`src/rtl/adder_disp_pkg.sv`:
```
// Purpose : shared types, 7-segment patterns and encoder for the adder result display.
// Latency : n/a (declarations and a pure function only).
// Backpressure: n/a.
//
// Contents:
//   state_e     - conversion FSM states (IDLE / CONVERT / LOAD)
//   SEG_0..9    - active-high segment patterns, bit 0 = a ... bit 6 = g
//   SEG_BLANK   - all segments off
//   seg_encode  - BCD nibble to segment pattern; 10..15 show blank
package adder_disp_pkg;

  typedef enum logic [1:0] {
    IDLE    = 2'd0,
    CONVERT = 2'd1,
    LOAD    = 2'd2
  } state_e;

  localparam logic [6:0] SEG_0     = 7'h3F;
  localparam logic [6:0] SEG_1     = 7'h06;
  localparam logic [6:0] SEG_2     = 7'h5B;
  localparam logic [6:0] SEG_3     = 7'h4F;
  localparam logic [6:0] SEG_4     = 7'h66;
  localparam logic [6:0] SEG_5     = 7'h6D;
  localparam logic [6:0] SEG_6     = 7'h7D;
  localparam logic [6:0] SEG_7     = 7'h07;
  localparam logic [6:0] SEG_8     = 7'h7F;
  localparam logic [6:0] SEG_9     = 7'h6F;
  localparam logic [6:0] SEG_BLANK = 7'h00;

  function automatic logic [6:0] seg_encode(input logic [3:0] nib);
    logic [6:0] pat;
    case (nib)
      4'd0:    pat = SEG_0;
      4'd1:    pat = SEG_1;
      4'd2:    pat = SEG_2;
      4'd3:    pat = SEG_3;
      4'd4:    pat = SEG_4;
      4'd5:    pat = SEG_5;
      4'd6:    pat = SEG_6;
      4'd7:    pat = SEG_7;
      4'd8:    pat = SEG_8;
      4'd9:    pat = SEG_9;
      default: pat = SEG_BLANK;
    endcase
    return pat;
  endfunction

endpackage

```
`src/rtl/adder_result_display_bin2bcd_seq.sv`:
```
// Purpose : sequential binary-to-BCD converter (shift-add-3 / double dabble).
// Latency : start accepted in IDLE; BIN_W shift cycles then one LOAD cycle (done_o high there).
// Backpressure: none; start_i is ignored while busy_o is high.
//
// Ports:
//   clk, rst_n  - clock, asynchronous active-low reset
//   start_i     - begin a conversion of bin_i (only honoured in IDLE)
//   bin_i       - unsigned binary value to convert
//   busy_o      - registered, high from the accepting edge until the LOAD edge
//   done_o      - high during the LOAD cycle; bcd_o is final on that cycle
//   bcd_o       - BCD accumulator, DIGITS nibbles, units in [3:0]
module bin2bcd_seq
  import adder_disp_pkg::*;
#(
  parameter int BIN_W  = 5,
  parameter int DIGITS = 2
) (
  input  logic                  clk,
  input  logic                  rst_n,
  input  logic                  start_i,
  input  logic [BIN_W-1:0]      bin_i,
  output logic                  busy_o,
  output logic                  done_o,
  output logic [4*DIGITS-1:0]   bcd_o
);

  localparam int BCD_W = 4 * DIGITS;
  localparam int CNT_W = (BIN_W > 1) ? $clog2(BIN_W) : 1;

  state_e             state_q, state_d;
  logic [BIN_W-1:0]   shift_bin_q, shift_bin_d;
  logic [BCD_W-1:0]   bcd_acc_q, bcd_acc_d;
  logic [CNT_W-1:0]   bit_cnt_q, bit_cnt_d;
  logic               busy_q, busy_d;
  logic [BCD_W-1:0]   bcd_adj;

  // Add-3 correction: any nibble >= 5 would overflow past 9 after doubling.
  always_comb begin
    bcd_adj = bcd_acc_q;
    for (int i = 0; i < DIGITS; i++) begin
      if (bcd_acc_q[4*i +: 4] >= 4'd5) begin
        bcd_adj[4*i +: 4] = bcd_acc_q[4*i +: 4] + 4'd3;
      end
    end
  end

  always_comb begin
    state_d     = state_q;
    shift_bin_d = shift_bin_q;
    bcd_acc_d   = bcd_acc_q;
    bit_cnt_d   = bit_cnt_q;
    busy_d      = busy_q;
    done_o      = 1'b0;
    case (state_q)
      IDLE: begin
        if (start_i) begin
          shift_bin_d = bin_i;
          bcd_acc_d   = '0;
          bit_cnt_d   = '0;
          busy_d      = 1'b1;
          state_d     = CONVERT;
        end
      end
      CONVERT: begin
        // {bcd_acc, shift_bin} <<= 1 after correction
        bcd_acc_d   = {bcd_adj[BCD_W-2:0], shift_bin_q[BIN_W-1]};
        shift_bin_d = {shift_bin_q[BIN_W-2:0], 1'b0};
        bit_cnt_d   = bit_cnt_q + 1'b1;
        if (bit_cnt_q == CNT_W'(BIN_W - 1)) begin
          state_d = LOAD;
        end
      end
      LOAD: begin
        done_o  = 1'b1;
        busy_d  = 1'b0;
        state_d = IDLE;
      end
      default: begin
        busy_d  = 1'b0;
        state_d = IDLE;
      end
    endcase
  end

  always_ff @(posedge clk or negedge rst_n) begin
    if (!rst_n) begin
      state_q     <= IDLE;
      shift_bin_q <= '0;
      bcd_acc_q   <= '0;
      bit_cnt_q   <= '0;
      busy_q      <= 1'b0;
    end else begin
      state_q     <= state_d;
      shift_bin_q <= shift_bin_d;
      bcd_acc_q   <= bcd_acc_d;
      bit_cnt_q   <= bit_cnt_d;
      busy_q      <= busy_d;
    end
  end

  assign busy_o = busy_q;
  assign bcd_o  = bcd_acc_q;

endmodule

```
`src/rtl/adder_result_display.sv`:
```
// Purpose : detect adder result changes, convert to BCD, drive a multiplexed 7-seg display.
// Latency : change at edge k -> busy for edges k..k+RESULT_W, disp_bcd at k+RESULT_W+1, seg one cycle later.
// Backpressure: none; changes during a conversion are picked up by the compare once back in IDLE.
//
// Ports:
//   clk, rst_n  - clock, asynchronous active-low reset
//   result_in   - unsigned adder result
//   seg         - registered segment drive, seg[0]=a .. seg[6]=g, active high
//   digit_sel   - registered one-hot digit enable, bit 0 = units
//   busy        - high while a conversion is in flight
//   disp_bcd    - BCD value currently displayed
// Optional: define ADDER_DISP_LEADING_ZERO_BLANK_EN to blank leading-zero digits (units never blanked).
module adder_result_display
  import adder_disp_pkg::*;
#(
  parameter int RESULT_W    = 5,
  parameter int NUM_DIGITS  = 2,
  parameter int REFRESH_DIV = 1024
) (
  input  logic                    clk,
  input  logic                    rst_n,
  input  logic [RESULT_W-1:0]     result_in,
  output logic [6:0]              seg,
  output logic [NUM_DIGITS-1:0]   digit_sel,
  output logic                    busy,
  output logic [4*NUM_DIGITS-1:0] disp_bcd
);

  localparam int BCD_W = 4 * NUM_DIGITS;
  localparam int CNT_W = (REFRESH_DIV > 1) ? $clog2(REFRESH_DIV) : 1;
  localparam int IDX_W = (NUM_DIGITS > 1) ? $clog2(NUM_DIGITS) : 1;

  logic [RESULT_W-1:0]   last_val_q;
  logic [BCD_W-1:0]      disp_bcd_q;
  logic [CNT_W-1:0]      refresh_cnt_q, refresh_cnt_d;
  logic [IDX_W-1:0]      digit_idx_q, digit_idx_d;
  logic [NUM_DIGITS-1:0] digit_sel_q, digit_sel_d;
  logic [6:0]            seg_q, seg_d;

  logic                  conv_busy;
  logic                  conv_done;
  logic [BCD_W-1:0]      conv_bcd;
  logic                  start;
  logic [3:0]            cur_nib;
  logic                  cur_blank;

  // Converter busy covers CONVERT and LOAD, so this only fires in IDLE.
  assign start = !conv_busy && (result_in != last_val_q);

  bin2bcd_seq #(
    .BIN_W  (RESULT_W),
    .DIGITS (NUM_DIGITS)
  ) u_bin2bcd (
    .clk     (clk),
    .rst_n   (rst_n),
    .start_i (start),
    .bin_i   (result_in),
    .busy_o  (conv_busy),
    .done_o  (conv_done),
    .bcd_o   (conv_bcd)
  );

  always_ff @(posedge clk or negedge rst_n) begin
    if (!rst_n) begin
      last_val_q <= '0;
      disp_bcd_q <= '0;
    end else begin
      if (start) begin
        last_val_q <= result_in;
      end
      if (conv_done) begin
        disp_bcd_q <= conv_bcd;
      end
    end
  end

  // Refresh timing is free-running and independent of conversions.
  always_comb begin
    refresh_cnt_d = refresh_cnt_q + 1'b1;
    digit_idx_d   = digit_idx_q;
    if (refresh_cnt_q == CNT_W'(REFRESH_DIV - 1)) begin
      refresh_cnt_d = '0;
      if (digit_idx_q == IDX_W'(NUM_DIGITS - 1)) begin
        digit_idx_d = '0;
      end else begin
        digit_idx_d = digit_idx_q + 1'b1;
      end
    end
  end

  // Select the active nibble and decide whether it is a leading zero.
  always_comb begin
    logic zero_from_here;
    cur_nib        = 4'd0;
    cur_blank      = 1'b0;
    digit_sel_d    = '0;
    zero_from_here = 1'b1;
    for (int i = NUM_DIGITS - 1; i >= 0; i--) begin
      // zero_from_here: this nibble and every higher nibble are zero
      zero_from_here = zero_from_here && (disp_bcd_q[4*i +: 4] == 4'd0);
      if (digit_idx_q == IDX_W'(i)) begin
        cur_nib        = disp_bcd_q[4*i +: 4];
        digit_sel_d[i] = 1'b1;
`ifdef ADDER_DISP_LEADING_ZERO_BLANK_EN
        cur_blank      = (i != 0) && zero_from_here;
`else
        cur_blank      = 1'b0;
`endif
      end
    end
    seg_d = cur_blank ? SEG_BLANK : seg_encode(cur_nib);
  end

  always_ff @(posedge clk or negedge rst_n) begin
    if (!rst_n) begin
      refresh_cnt_q <= '0;
      digit_idx_q   <= '0;
      digit_sel_q   <= '0;
      seg_q         <= '0;
    end else begin
      refresh_cnt_q <= refresh_cnt_d;
      digit_idx_q   <= digit_idx_d;
      digit_sel_q   <= digit_sel_d;
      seg_q         <= seg_d;
    end
  end

  assign seg       = seg_q;
  assign digit_sel = digit_sel_q;
  assign busy      = conv_busy;
  assign disp_bcd  = disp_bcd_q;

endmodule

```
`config.mk`:
```
export PLATFORM = sky130hd
export DESIGN_NAME = adder_result_display
export DESIGN_NICKNAME = d
export VERILOG_FILES = /design/src/rtl/adder_disp_pkg.sv /design/src/rtl/adder_result_display_bin2bcd_seq.sv /design/src/rtl/adder_result_display.sv
export SDC_FILE = /design/constraint.sdc
export NUM_CORES = 1
export LEC_CHECK = 0
export ABC_AREA = 1
export CAP_MARGIN = 25
export CORE_ASPECT_RATIO = 1.5
export CORE_MARGIN = 1
export CORE_UTILIZATION = 57
export DETAILED_ROUTE_END_ITERATION = 7
export DONT_BUFFER_PORTS = 1
export HOLD_SLACK_MARGIN = 0.05
export PLACE_DENSITY = 0.75
export SYNTH_ARGS = -nofsm -noshare
export SYNTH_HDL_FRONTEND = slang
export SYNTH_HIERARCHICAL = 1
export SYNTH_SLANG_ARGS = --single-unit
```
`constraint.sdc`:
```
create_clock -name clk -period 1.61 [get_ports clk]
set_input_delay 0.322 -clock clk [delete_from_list [all_inputs] [get_ports clk]]
set_output_delay 0.322 -clock clk [all_outputs]
set_load 0.05 [all_outputs]
```
==> images/layer_met1.png <==
Bar = 20 µm. Supply wires on this layer in gray.
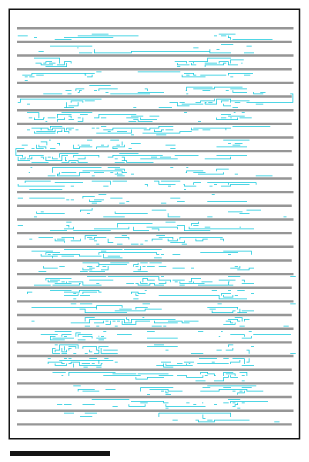
nets with wire on the layer: 307
main direction: horizontal
longest straight run: 16.1 µm
share of all routed wire: 40%
wire length on this layer: 1,740 µm
met1 usage: 0.215
via count: 1,884
Routed WL: 4.37 mm

==> images/layer_met2.png <==
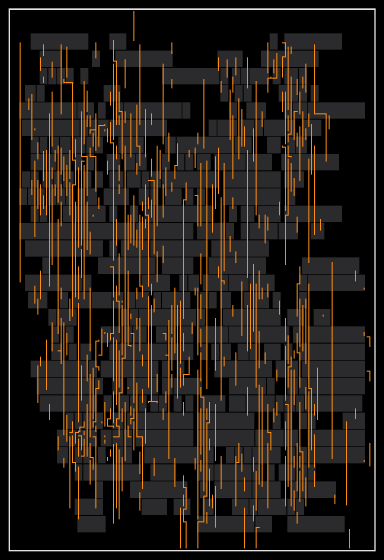
wire length on this layer: 2,360 µm
main direction: vertical
nets with wire on the layer: 268
longest straight run: 37.7 µm
met2 Use GR: 0.369

==> out/results.txt <==
status: finished with violations
failing checks: DRC
flip-flops with a built-in enable: 0
clock group power: 683 µW
Simple-Gate Fraction of Synth Area: 0.232
FP Util: 0.610
Top logic family: simple AND/OR/NAND/NOR gates
Slew Viols, Final: 0
ratio of cells with drive above 1 in the final layout: 0.167
post-CTS setup buffer count: 0
Post-route DRC: 2
cell-internal power: 2.98 mW
Max rail drop VDD: 1.00 mV
Power Sequential: 2.42 mW
top cells by area: dfrtp_1 49%, nand2_1 13%, ha_1 6.2%
NetSw: 2.72 mW
DR WL met3: 196 µm
unrepaired setup endpoints after global routing: no
Non-clk invs: 46
Seq. cell area: 1300 µm²
top cells by count: 89 x nand2_1, 52 x dfrtp_1, 43 x inv_1
Total Routing Usage GR: 0.201
Post-Syn Area: 2630 µm²
yosys stat area: 2630 µm²
met2 wire length: 2.36 mm
Seq cells: 52
Seq share, synth: 0.494
CTS tree: yes
Synth Net Count: 320
number of logic gates: 199
total power: 5.70 mW
sequential power share: 0.424
Combinational Area: 1150 µm²
maxcap violations: 0
chip area: 4900 µm²
antenna violations before repair: 0
vias in the first global route: 1,878
yosys xor share: 0.0266
n_diodes: 0
worst slack, placed: 87.1 ps
final core utilization: 0.669
CP startpoint kind: register
Worst Setup SP: last_val_q[0]$_DFFE_PN0P_
worst min path class: in -> reg
yosys warns: 6
first-pass GRT wire length: 7.62 mm
largest net degree at the start of global routing: 53
IO Pins: 25
drt pass-1 iters: 8
TNS Setup: 0 ps
final setup violation count: 0
clkbuf count: 6
H-tree depth: 2
relative slew slack: 0.706
Reg2Reg Depth: 12
grt total ovfl: 0
Yosys top cell area share: 0.494
clk_lat worst skew: 290 ps
M1 WL: 1.74 mm
reg2reg end: u_bin2bcd/shift_bin_q[1]$_DFFE_PN0P_
Worst setup EP type: register
crit-path max FO: 9
Placer Congestion: 0.782
PD cells: 1970 nW/µm²
fin crit share: 0.902
switch share: 0.478
Final Hold Viols: 0
vias per cell: 5.18
buffering overhead: 0.0442
Distinct cells, synth: 31
CTS resizes: 0
Die W: 57.5 µm
Post-Syn Instances: 300
Crit Path Category: reg -> reg
clk sinks: 52
Worst-path clk slew: 90 ps
cts hold-fix bufs: 2
leak pwr: 1.54 nW
Top Usage Layer GRT: met2
flop share of the area: 0.451
Fillers: 344
drt initial violations: 42
Reg-to-Reg Start: last_val_q[0]$_DFFE_PN0P_
Synth mux share: 0.0209
Peak Freq: 0.688 GHz
CTS Buf Count: 5
worst-margin pin slew: 442 ps
highest metal used: met4
logic gate share of total power: 0.457
==> images/layer_met3.png <==
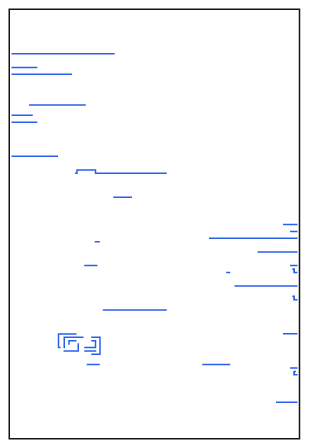
wire length on this layer: 197 µm
main direction: horizontal
nets with wire on the layer: 30
met3 GRT Util: 0.0488

## how the worst min path moves through the flow
| stage | from | to | slack [ps] | depth (start not counted) |
|---|---|---|---|---|
| floorplan | rst_n | digit_idx_q$_DFFE_PN0N_ | 30 | 0 |
| global placement | rst_n | seg[4]$_DFF_PN0_ | 30 | 0 |
| detailed placement | rst_n | seg[4]$_DFF_PN0_ | 30 | 0 |
| CTS | result_in[1] | last_val_q[1]$_DFFE_PN0P_ | 170 | 2 |
| global route | result_in[0] | last_val_q[0]$_DFFE_PN0P_ | 170 | 2 |
| finish | result_in[1] | last_val_q[1]$_DFFE_PN0P_ | 170 | 2 |
## flip-flops by register name (all words and copies together), names as in the netlist
name,flops
last_val_q,5
u_bin2bcd/busy_o,1
u_bin2bcd/shift_bin_q,5
digit_sel,2
u_bin2bcd/bcd_o,8
u_bin2bcd/state_q,2
u_bin2bcd/bit_cnt_q,3
digit_idx_q,1
disp_bcd,8
refresh_cnt_q,10
seg,7
## cell usage in the layout (no fill, tap or decap), types with 3 or more instances in the layout
cell type  Yosys  routed
clkbuf_8       0       5
a21oi_1        3       3
inv_1         43      43
buf_4          0      12
mux2_2         4       4
ha_1          13      13
nand2_2        3       6
nand3_1       14      14
dfrtp_1       52      51
nor2_1        15      15
nand2_4        3       3
o21ai_4        1       3
o21ai_2        5       4
o21ai_0       22      21
xor2_1         8       8
nand2_1       89      87
## critical path: stages, from the launching register on
cell and delay, ps:
dfrtp_1 380, inv_1 50, nand2_1 50, nand2_1 50
nor2_1 120, nand3_1 140, nand2_2 100, inv_1 50
nand2_2 110, nand2_4 100, inv_4 110, nand2_1 50
o21ai_0 60
## metrics by stage
step / area, µm² / instances
floorplan: 2640 / 300
global placement: 2740 / 353
detailed placement: 2740 / 353
CTS: 2850 / 362
global route: 2890 / 364
finish: 2890 / 364
Power and IR drop assume default switching activity.
